[config.mk]
export PLATFORM = sky130hd
export DESIGN_NAME = wb_rom_arbiter
export DESIGN_NICKNAME = d
export VERILOG_FILES = /design/src/rtl/wb_arb_pkg.sv /design/src/rtl/wb_arb_outstanding.sv /design/src/rtl/wb_rom_arbiter.sv
export SDC_FILE = /design/constraint.sdc
export NUM_CORES = 1
export LEC_CHECK = 0
export CAP_MARGIN = 0
export CORE_ASPECT_RATIO = 0.7
export CORE_MARGIN = 4
export CORE_UTILIZATION = 27
export DETAILED_ROUTE_END_ITERATION = 10
export PLACE_DENSITY = 0.81
export SLEW_MARGIN = 10
export SYNTH_ARGS = -nofsm -noshare
export SYNTH_HDL_FRONTEND = slang
export SYNTH_HIERARCHICAL = 1
export SYNTH_SLANG_ARGS = --single-unit
export TNS_END_PERCENT = 10
[constraint.sdc]
create_clock -name clk -period 2.1 [get_ports clk]
set_clock_uncertainty 0.1 [all_clocks]
set_input_delay 0.21 -clock clk [delete_from_list [all_inputs] [get_ports clk]]
set_output_delay 0.21 -clock clk [all_outputs]
set_load 0.01 [all_outputs]
[src/rtl/wb_arb_pkg.sv]
// Shared types and helpers for the wb_rom_arbiter slice.
// Optional watchdog feature is enabled with the WB_ARB_TIMEOUT_EN macro.
package wb_arb_pkg;

    typedef enum logic [1:0] {
        IDLE = 2'd0,
        GNT0 = 2'd1,
        GNT1 = 2'd2
    } arb_state_t;

    // Bits needed to hold 0..max_out inclusive.
    function automatic int cnt_width(input int max_out);
        return (max_out < 1) ? 1 : $clog2(max_out + 1);
    endfunction

endpackage

[src/rtl/wb_arb_outstanding.sv]
// Outstanding-request counter for the ROM arbiter, with full/empty flags.
// With WB_ARB_TIMEOUT_EN defined it also runs the missing-ACK watchdog.
module wb_arb_outstanding
    import wb_arb_pkg::*;
#(
    parameter int MAX_OUT = 2,
`ifdef WB_ARB_TIMEOUT_EN
    parameter int TIMEOUT = 15,
`endif
    parameter int CW = cnt_width(MAX_OUT)
) (
    input  logic clk,
    input  logic rst_n,
    input  logic inc_i,
    input  logic ack_i,
    output logic full_o,
    output logic empty_o,
    output logic timeout_o
);

    localparam logic [CW-1:0] FULL_CNT = CW'(MAX_OUT);

    logic [CW-1:0] count_q, count_d;
    logic          dec;

    assign empty_o = (count_q == '0);
    assign full_o  = (count_q == FULL_CNT);
    // An ACK with nothing in flight is a stray and must not underflow.
    assign dec     = ack_i & ~empty_o;

`ifdef WB_ARB_TIMEOUT_EN
    localparam int            WW      = $clog2(TIMEOUT + 1);
    localparam logic [WW-1:0] WD_LAST = WW'(TIMEOUT - 1);

    logic [WW-1:0] wd_q, wd_d;

    assign timeout_o = ~empty_o & ~ack_i & (wd_q == WD_LAST);

    always_comb begin
        wd_d = wd_q + 1'b1;
        if (ack_i || empty_o || timeout_o) begin
            wd_d = '0;
        end
    end

    always_ff @(posedge clk or negedge rst_n) begin
        if (!rst_n) begin
            wd_q <= '0;
        end else begin
            wd_q <= wd_d;
        end
    end
`else
    assign timeout_o = 1'b0;
`endif

    always_comb begin
        count_d = count_q;
        if (timeout_o) begin
            count_d = '0;
        end else if (inc_i && !dec) begin
            count_d = count_q + 1'b1;
        end else if (dec && !inc_i) begin
            count_d = count_q - 1'b1;
        end
    end

    always_ff @(posedge clk or negedge rst_n) begin
        if (!rst_n) begin
            count_q <= '0;
        end else begin
            count_q <= count_d;
        end
    end

endmodule

[src/rtl/wb_rom_arbiter.sv]
// Two-master round-robin Wishbone pipelined arbiter in front of the program ROM.
// Define WB_ARB_TIMEOUT_EN to enable the missing-ACK watchdog and m*_err.
module wb_rom_arbiter
    import wb_arb_pkg::*;
#(
    parameter int AW      = 12,
    parameter int DW      = 16,
    parameter int MAX_OUT = 2
`ifdef WB_ARB_TIMEOUT_EN
    ,
    parameter int TIMEOUT = 15
`endif
) (
    input  logic          clk,
    input  logic          rst_n,
    input  logic          m0_cyc,
    input  logic          m0_stb,
    input  logic [AW-1:0] m0_adr,
    input  logic          m1_cyc,
    input  logic          m1_stb,
    input  logic [AW-1:0] m1_adr,
    output logic          m0_ack,
    output logic          m1_ack,
    output logic          m0_stall,
    output logic          m1_stall,
    output logic          m0_err,
    output logic          m1_err,
    output logic [DW-1:0] m_dat,
    output logic          s_cyc,
    output logic          s_stb,
    output logic [AW-1:0] s_adr,
    input  logic          s_ack,
    input  logic          s_stall,
    input  logic [DW-1:0] s_dat
);

    arb_state_t state_q, state_d;
    logic       last_q, last_d;
    logic       full, empty, timeout, accept;
    logic [1:0] owner_vec, ack_vec, err_vec;

    wb_arb_outstanding #(
        .MAX_OUT (MAX_OUT)
`ifdef WB_ARB_TIMEOUT_EN
        ,
        .TIMEOUT (TIMEOUT)
`endif
    ) u_outstanding (
        .clk       (clk),
        .rst_n     (rst_n),
        .inc_i     (accept),
        .ack_i     (s_ack),
        .full_o    (full),
        .empty_o   (empty),
        .timeout_o (timeout)
    );

    always_comb begin
        state_d  = state_q;
        last_d   = last_q;
        s_cyc    = 1'b0;
        s_stb    = 1'b0;
        s_adr    = m0_adr;
        m0_stall = 1'b1;
        m1_stall = 1'b1;
        case (state_q)
            IDLE: begin
                // On a tie the master that was not served last wins.
                if (m0_cyc && (!m1_cyc || last_q)) begin
                    state_d = GNT0;
                    last_d  = 1'b0;
                end else if (m1_cyc) begin
                    state_d = GNT1;
                    last_d  = 1'b1;
                end
            end
            GNT0: begin
                // s_cyc stays up after the owner leaves so the ROM pipeline drains.
                s_cyc    = m0_cyc | ~empty;
                s_stb    = m0_stb & ~full;
                s_adr    = m0_adr;
                m0_stall = s_stall | full;
                if (timeout || (!m0_cyc && empty)) begin
                    state_d = IDLE;
                end
            end
            GNT1: begin
                s_cyc    = m1_cyc | ~empty;
                s_stb    = m1_stb & ~full;
                s_adr    = m1_adr;
                m1_stall = s_stall | full;
                if (timeout || (!m1_cyc && empty)) begin
                    state_d = IDLE;
                end
            end
            default: begin
                state_d = IDLE;
            end
        endcase
    end

    assign accept    = s_stb & ~s_stall;
    assign owner_vec = {state_q == GNT1, state_q == GNT0};

    for (genvar gi = 0; gi < 2; gi++) begin : g_resp
        assign ack_vec[gi] = s_ack & owner_vec[gi] & ~empty;
`ifdef WB_ARB_TIMEOUT_EN
        assign err_vec[gi] = timeout & owner_vec[gi];
`else
        assign err_vec[gi] = 1'b0;
`endif
    end

    assign m0_ack = ack_vec[0];
    assign m1_ack = ack_vec[1];
    assign m0_err = err_vec[0];
    assign m1_err = err_vec[1];
    assign m_dat  = s_dat;

    always_ff @(posedge clk or negedge rst_n) begin
        if (!rst_n) begin
            state_q <= IDLE;
            last_q  <= 1'b1;
        end else begin
            state_q <= state_d;
            last_q  <= last_d;
        end
    end

endmodule

run_1/layer_met3.png
Scale: 6 px per µm. Cells faint in the background.
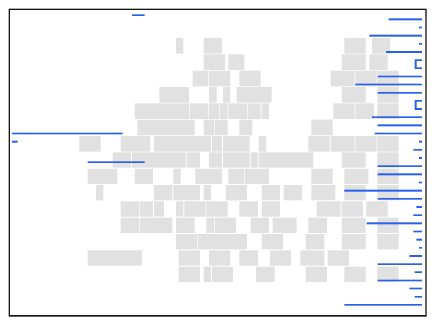
share of all routed wire: 9.3%
main direction: horizontal
nets with wire on the layer: 34
met3 demand-to-capacity share in global routing: 5.89%
Via Count: 667

run_1/layer_met1.png
Scale: 8 px per µm. Supply wires on this layer in gray. Cells faint in the background.
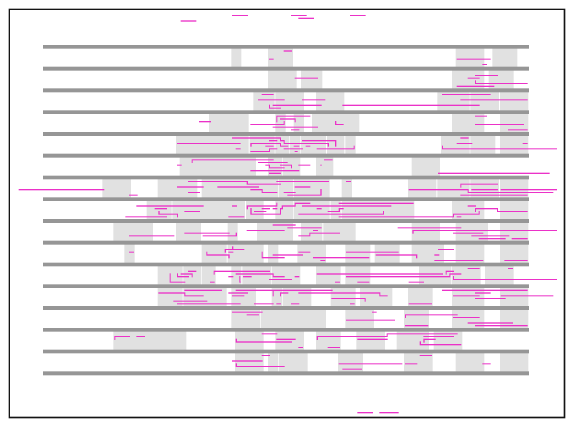
main direction: horizontal
wire length on this layer: 805 µm
longest straight run: 17.9 µm
nets with wire on the layer: 127
share of all routed wire: 40%

==> datasheet_impl.txt, run 1 <==
Physical implementation characteristics

Parameter                              Value

Pwr
  Total power per unit cell area    967 nW/µm²
  Peak supply drop    0.465 mV
  Standby leakage power    0.493 nW

Final layout
  MI comb area    454 µm²
  Inverters, non-clock    3
  Regs by FF count    state_q (2), u_outstanding/count_q (2), last_q (1)
  Number of combinational gates with multiple inputs    50
  ClkCell Share    3.82%
  Total Nets Final    168
  Non-clock buffer count    52
  Flop count    5
  Multi-input gate share of the layout cell area    38.5%
  Share of cell area taken by flip-flops and latches    10.8%
  Largest cell class by area    non-clock buffers
  Post-synthesis to final-layout area growth    66.6%
  Tally of clock buffers in the finished layout    4
  Layout cells sized above 1    28.9%
  N_diodes    0
  Area taken by flip-flops and latches    128 µm²
  Layout fillers    239
  Fraction of cell area in non-clock buffers    42.3%
  Post-route cell area    1180 µm²

Die
  Die height    50.9 µm
  Chip footprint    3520 µm²
  Core Region    2480 µm²
  Number of core rows    15
  Initial Util    28.6%
  Horizontal die dimension    69.2 µm
  Boundary Pins    84

Logic synthesis
  Async set-or-reset flop fraction in the synthesized netlist    100%
  Most frequent cells after synthesis    buf_4 (19), mux2_2 (12), ha_1 (5)
  Number of flops mapped to enable cells by yosys    0
  Largest cells by area after synthesis    buf_4 (20%), mux2_2 (19%), dfrtp_1 (14%), ha_1 (8.8%), dfstp_2 (3.7%)
  Post-Synthesis Mean Instance Area    9.08 µm²
  Most common cell in the netlist    buf_4
  Synth Area in Compound Gates    9.19%
  Share of the synthesized netlist area taken by xor and xnor gates    3.71%
  Portion of netlist area occupied by mux cells    21.9%
  Chip area estimate from yosys synthesis    708 µm²
  Seq/Total Area, Yosys    17.8%
  Adder Area Share    8.83%
  Top logic cell family in the synthesized netlist    buffers and inverters
  Synth warn    6
  Count of different cell masters after synthesis    27
  Yosys stat cell total    78
  Basic Gates by Area    14.3%
  Flip-flop and latch count after synthesis    5
  Share of the synthesized area in the top cell type    20.1%
  Mapped Cells    78
  Most frequently used flop master after synthesis    dfrtp_1
  Dominant cell type by area after synthesis    buf_4

Setup path
  Critical path data required time    1.79 ns
  Worst path arrival time    1.68 ns
  Slowest cell delay on critical path    0.38 ns
  Critical-path cell with the highest stage delay    dfrtp_1
  Crit path buffers/inverters    3
  Largest fanout on the critical path    12
  Critical path's top delay family    buffers and inverters
  Category of the critical setup timing path    flop to output pin
  Crit path launch type    flop
  Cell chain of the critical path    inv_2 > ha_4 > buf_6 > mux2_2 > dlygate4sd2_1

STA
  Crit path time final    1.99 ns
  Final period utilization    94.9%
  RSZ-0062 raised after global routing    false
  Final number of max-transition violations    0
  Sum of negative setup slack    0 ns
  Top achievable clock speed    502 MHz
  Count of final hold-check violations    0
  Count of endpoints failing setup in the final report    0

GRT
  Overall global routing resource usage    11.4%
  Global Route met2 Usage    20.7%
  Pin count of the biggest net entering global routing    12
  Initial antenna violation count    0
  Highest-utilization routing layer at the global route stage    met2
  Grt total ovfl    0
  Wire length of the first global-routing pass    3.29 mm
  GR Util met1    11.6%
  Number of global-route vias before repair    730

Clocking
  Latest clock arrival within the worst-skew pair    0.22 ns
  Maximum count of clock buffers along a single path    2
  CTS Hold Bufs    0
  Number of CTS-inserted buffers    3
  CTS tree    yes
  TritonCTS sink count    5
  Number of gates given a new drive strength after cts    15
  CTS H-tree depth    1
  Post-CTS setup buffer count    0
  Clk pin slew, worst setup/hold paths    0.04 ns
  Clock Tree Root    clkbuf_8

Place
  Instance area after placement    1130 µm²
  Number of input and output port buffers inserted    49
  HPWL Detailed    1.65 mm
  Routability-driven placement congestion ratio    0.831

Route
  Wl on met1    805 µm
  Highest signal layer in the routed design    met4
  DRT antenna net count    0
  Per-cell via count in the routed design    4.51
  First-iteration detailed-routing DRC count    1
  Total iterations of the first detailed-routing run    4
  DR DRC count    0
  Met3 wirelength from detailed routing    185 µm
  Routed wire length on met2    994 µm
  Average wire per cell in the routed design    13.5 µm

Run status
  Run status    completed

Min path
  Type of the tightest min-delay check    primary input to async pin

Job
  Number of warnings in the stage logs    29
  Count of maximum capacitance violations    0
run_1/wires.png
Scale: 6 px per µm. Only two layers are drawn.
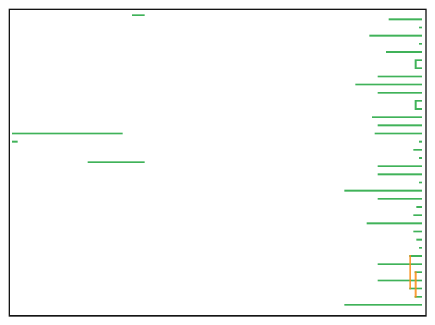
legend:
  green:
    layer: metal 3
    wire_length: 185 µm
  orange:
    layer: metal 4
    wire_length: 9.50 µm

-- run 1: metrics by stage --
step,std cells,utilization [%],hold slack [ns],total power [W],setup WS [ns]
after floorplan,79,-,-0.186,0.000661,0.126
after global placement,145,45.8,0.320,0.000983,0.146
after detailed placement,145,45.8,0.320,0.00100,0.0657
after CTS,149,47.0,0.118,0.00114,0.0570
after global routing,148,47.6,0.131,0.00123,0.0307
final,148,47.6,0.114,0.00114,0.108
-- run 1: cell usage in the layout, fill, tap and decap left out, types with 2 or more instances in the layout --
cell,n
nor2_1,2
nand2b_1,2
and3b_2,2
clkbuf_8,3
inv_2,2
xor2_1,2
mux2_2,12
a21oi_1,3
buf_4,2
nand2_1,4
ha_1,3
conb_1,3
clkdlybuf4s50_1,35
dfrtp_1,3
nor2b_2,2
dlygate4sd2_1,14
-- run 1: power by group --
part	internal (W)	total (W)	switching, W
Clock	0.000130	0.000175	0.0000445
Combinational	0.000431	0.000760	0.000329
Sequential	0.000154	0.000207	0.0000529
Total	0.000715	0.00114	0.000426
-- run 1: path summary, 6_finish.rpt --
kind | start | end | slack, ns | cells after the start
max | state_q[0]$_DFFE_PN0P_ | s_adr[5] | 0.11 | 5
min | rst_n | u_outstanding/count_q[0]$_DFFE_PN0P_ | 0.11 | 1
max reg2reg | state_q[1]$_DFFE_PN0P_ | u_outstanding/count_q[1]$_DFFE_PN0P_ | 0.13 | 8
min reg2reg | u_outstanding/count_q[1]$_DFFE_PN0P_ | u_outstanding/count_q[1]$_DFFE_PN0P_ | 0.41 | 1
max in group asynchronous | rst_n | last_q$_DFFE_PN1P_ | 1.53 | 1
min in group clk | s_dat[5] | m_dat[5] | 0.32 | 0
==> run 2: changes to the inputs <==
CELL_PAD_IN_SITES_DETAIL_PLACEMENT = 1   (was unset)
CELL_PAD_IN_SITES_GLOBAL_PLACEMENT = 1   (was unset)
CORE_UTILIZATION = 17   (was 27)
PLACE_DENSITY = 0.8   (was 0.81)
run_2/wires.png
Scale: 6 px per µm. Only two layers are drawn.
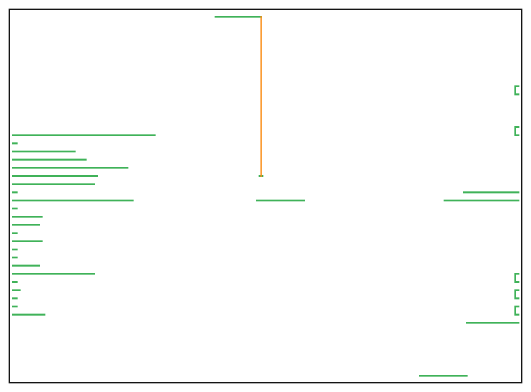
average wire per cell in the routed design: 13.5 µm
total length of routed wires: 2.24 mm
Via Count: 657
overall global routing resource usage: 8.99%

==> datasheet_impl.txt, run 2 <==
Physical implementation characteristics

Parameter                              Value

Logic synthesis
  Mapped Cells    78 (unchanged)
  Basic Gates by Area    14.3% (unchanged)
  Top logic cell family in the synthesized netlist    buffers and inverters
  Largest cells by area after synthesis    buf_4 (20%), mux2_2 (19%), dfrtp_1 (14%), ha_1 (8.8%), dfstp_2 (3.7%)
  Number of flops mapped to enable cells by yosys    0 (unchanged)
  Chip area estimate from yosys synthesis    708 µm² (unchanged)
  Post-Synthesis Mean Instance Area    9.08 µm² (unchanged)
  Most frequent cells after synthesis    buf_4 (19), mux2_2 (12), ha_1 (5)
  Dominant cell type by area after synthesis    buf_4
  Share of the synthesized netlist area taken by xor and xnor gates    3.71% (unchanged)
  Adder Area Share    8.83% (unchanged)
  Portion of netlist area occupied by mux cells    21.9% (unchanged)
  Seq/Total Area, Yosys    17.8% (unchanged)
  Count of different cell masters after synthesis    27 (unchanged)
  Flip-flop and latch count after synthesis    5 (unchanged)
  Share of the synthesized area in the top cell type    20.1% (unchanged)
  Most frequently used flop master after synthesis    dfrtp_1
  Synth Area in Compound Gates    9.19% (unchanged)
  Yosys stat cell total    78 (unchanged)
  Most common cell in the netlist    buf_4
  Synth warn    6 (unchanged)
  Synth Cell Area    708 µm²
  Async set-or-reset flop fraction in the synthesized netlist    100% (unchanged)

STA
  PnR worst setup slack    0.115 ns (+0.00784 ns)
  Count of final hold-check violations    0 (unchanged)
  Worst hold slack    0.123 ns (+0.00920 ns)
  RSZ-0062 raised after global routing    false
  Count of endpoints failing setup in the final report    0 (unchanged)
  Final number of max-transition violations    0 (unchanged)
  Final period utilization    94.5% (-0.37 points)
  Crit path time final    1.98 ns (-0.00784 ns)
  Sum of negative setup slack    0 ns (unchanged)
  Top achievable clock speed    504 MHz (+0.40%)

Setup path
  Reg-to-Reg End    u_outstanding/count_q[1]$_DFFE_PN0P_
  Worst path arrival time    2.01 ns (+0.33 ns)
  Category of the critical setup timing path    flop to flop
  Largest fanout on the critical path    4 (-8)
  Crit path launch type    flop
  Launch point of the worst reg-to-reg path    state_q[0]$_DFFE_PN0P_
  Reg2Reg Depth    9 (+1)
  Slowest cell delay on critical path    0.39 ns (about the same)
  Critical path data required time    2.13 ns (+0.34 ns)
  Flop2flop setup slack    0.12 ns (about the same)
  Cell chain of the critical path    inv_2 > ha_4 > mux2i_1 > nor3b_2 > nor2b_1 > ha_1 > xor2_1 > nor2_1 > xor2_1
  Dominant cell type by count on the critical path    xor2_1
  CP Capture Type    flop
  Critical-path cell with the highest stage delay    dfrtp_1

Die
  Boundary Pins    84 (unchanged)
  Number of core rows    19 (+4)
  Initial Util    17.8% (-11 points)
  Chip footprint    5280 µm² (+50%)
  Core Region    3970 µm² (+60%)

GRT
  Pin count of the biggest net entering global routing    8 (-4)
  Grt total ovfl    0 (unchanged)
  Wire length of the first global-routing pass    3.64 mm (+10%)
  Initial antenna violation count    0 (unchanged)
  Number of global-route vias before repair    772 (+5.8%)

Final layout
  Tally of non-filler cells in the final layout    166 (+12%)
  N_diodes    0 (unchanged)
  Top logic cells by instance count in the layout    clkdlybuf4s50_1 (33), dlygate4sd2_1 (15), mux2_2 (12), nand2_1 (4), dfrtp_1 (4)
  Total Nets Final    168 (unchanged)
  Post-synthesis to final-layout area growth    66.8%
  Post-route cell area    1180 µm² (+0.11%)
  End-of-flow core utilization    29.8% (-18 points)
  Regs by FF count    state_q (2), u_outstanding/count_q (2), last_q (1)
  Layout cells sized above 1    25.4% (-3.5 points)
  Leading cell type in the layout, fill and taps excluded    clkdlybuf4s50_1

Clocking
  TritonCTS sink count    5 (unchanged)
  Maximum count of clock buffers along a single path    2 (unchanged)
  CTS H-tree depth    1 (unchanged)
  CTS Hold Bufs    0 (unchanged)
  CTS tree    yes
  Number of gates given a new drive strength after cts    18 (+3)
  Latest clock arrival within the worst-skew pair    0.22 ns (about the same)
  Number of CTS-inserted buffers    3 (unchanged)
  Clk pin slew, worst setup/hold paths    0.03 ns (about the same)
  Clock Tree Root    clkbuf_8
  Post-CTS setup buffer count    0 (unchanged)

Route
  First-iteration detailed-routing DRC count    8 (+7)
  DR DRC count    0 (unchanged)
  DRT antenna net count    0 (unchanged)
  Per-cell via count in the routed design    3.96 (-12%)
  Total iterations of the first detailed-routing run    2 (-2)

Pwr
  Total power per unit cell area    948 nW/µm² (-2.0%)
  Standby leakage power    0.514 nW (+4.4%)
  Peak supply drop    0.242 mV (-48%)
  Total design power    0.00112 W (-1.9%)

Place
  Cell count after placement    162 (+12%)
  HPWL Detailed    1.97 mm (+20%)
  Routability-driven placement congestion ratio    0.666 (-20%)
  Instance area after placement    1140 µm² (+0.22%)
  Number of input and output port buffers inserted    49 (unchanged)
  Worst-case setup slack after placement    -0.0421 ns (-0.108 ns)

Run status
  Run status    completed

Job
  Number of warnings in the stage logs    29 (unchanged)
  Count of maximum capacitance violations    0 (unchanged)

Min path
  Type of the tightest min-delay check    primary input to async pin
run_2/io_placement.png
Scale: 4 px per µm. Pins as bars across the die edge, other pins in gray.
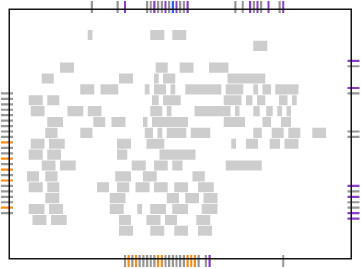
legend:
  orange:
    port: m1_adr
    pins: 12
    direction: input
    edge: 7 bottom, 5 left
  purple:
    port: m_dat
    pins: 16
    direction: output
    edge: 9 top, 6 right, 1 bottom
  blue:
    port: m1_stall
    pins: 1
    direction: output
    edge: top
die height: 62 µm
horizontal die dimension: 85.1 µm

## run 2: cell counts after synthesis
No cell type changed its count.
## run 2: where the power goes
part	total, W	switching (W)	internal, W
registers	0.000205	0.0000524	0.000152
logic	0.000740	0.000334	0.000406
clock network	0.000175	0.0000447	0.000130
## run 2: layer usage
layer / GRT usage (%) / wire length, µm / vias to the layer above
li1: - / - / 311
met1: 9.40 / 879 / 312
met2: 16.0 / 1110 / 32
met3: 4.22 / 223 / 2
met4: 3.84 / 26 / 0
met5: 0 / 0 / -
## run 2: critical path, delay by kind of cell (launching register included)
kind | cells | cell delay (ns)
flops | 1 | 0.39
xor+xnor | 2 | 0.32
simple gates | 3 | 0.33
buf+inv | 1 | 0.11
fa+ha+maj | 2 | 0.39
mux | 1 | 0.25
## run 2: worst max-delay path by stage
stage                                                end  slack [ns]              startpoint
floorplan           u_outstanding/count_q[1]$_DFFE_PN0P_        0.13  state_q[0]$_DFFE_PN0P_
global placement                                s_adr[9]      -0.007  state_q[0]$_DFFE_PN0P_
detailed placement                             s_adr[10]       -0.04  state_q[0]$_DFFE_PN0P_
CTS                                               m0_ack        0.03  state_q[1]$_DFFE_PN0P_
global route        u_outstanding/count_q[1]$_DFFE_PN0P_       0.009  state_q[1]$_DFFE_PN0P_
finish              u_outstanding/count_q[1]$_DFFE_PN0P_        0.12  state_q[0]$_DFFE_PN0P_
## run 2: cells by family after synthesis
logic type | Yosys count
xor+xnor | 3
simple gates | 16
other cells | 2
mux | 14
compound gates | 9
flops | 5
fa+ha+maj | 5
buf+inv | 24
## run 2: final cells by class
cell class / instances / area [µm²]
fillers: 454 / 2790
repair buffers: 52 / 497
multi-input cells: 50 / 437
flip-flops and latches: 5 / 126
well taps: 52 / 65.1
clock buffers: 4 / 45.0
inverters: 3 / 11.3
No activity file was given, so power comes from the tool's default toggle rates.
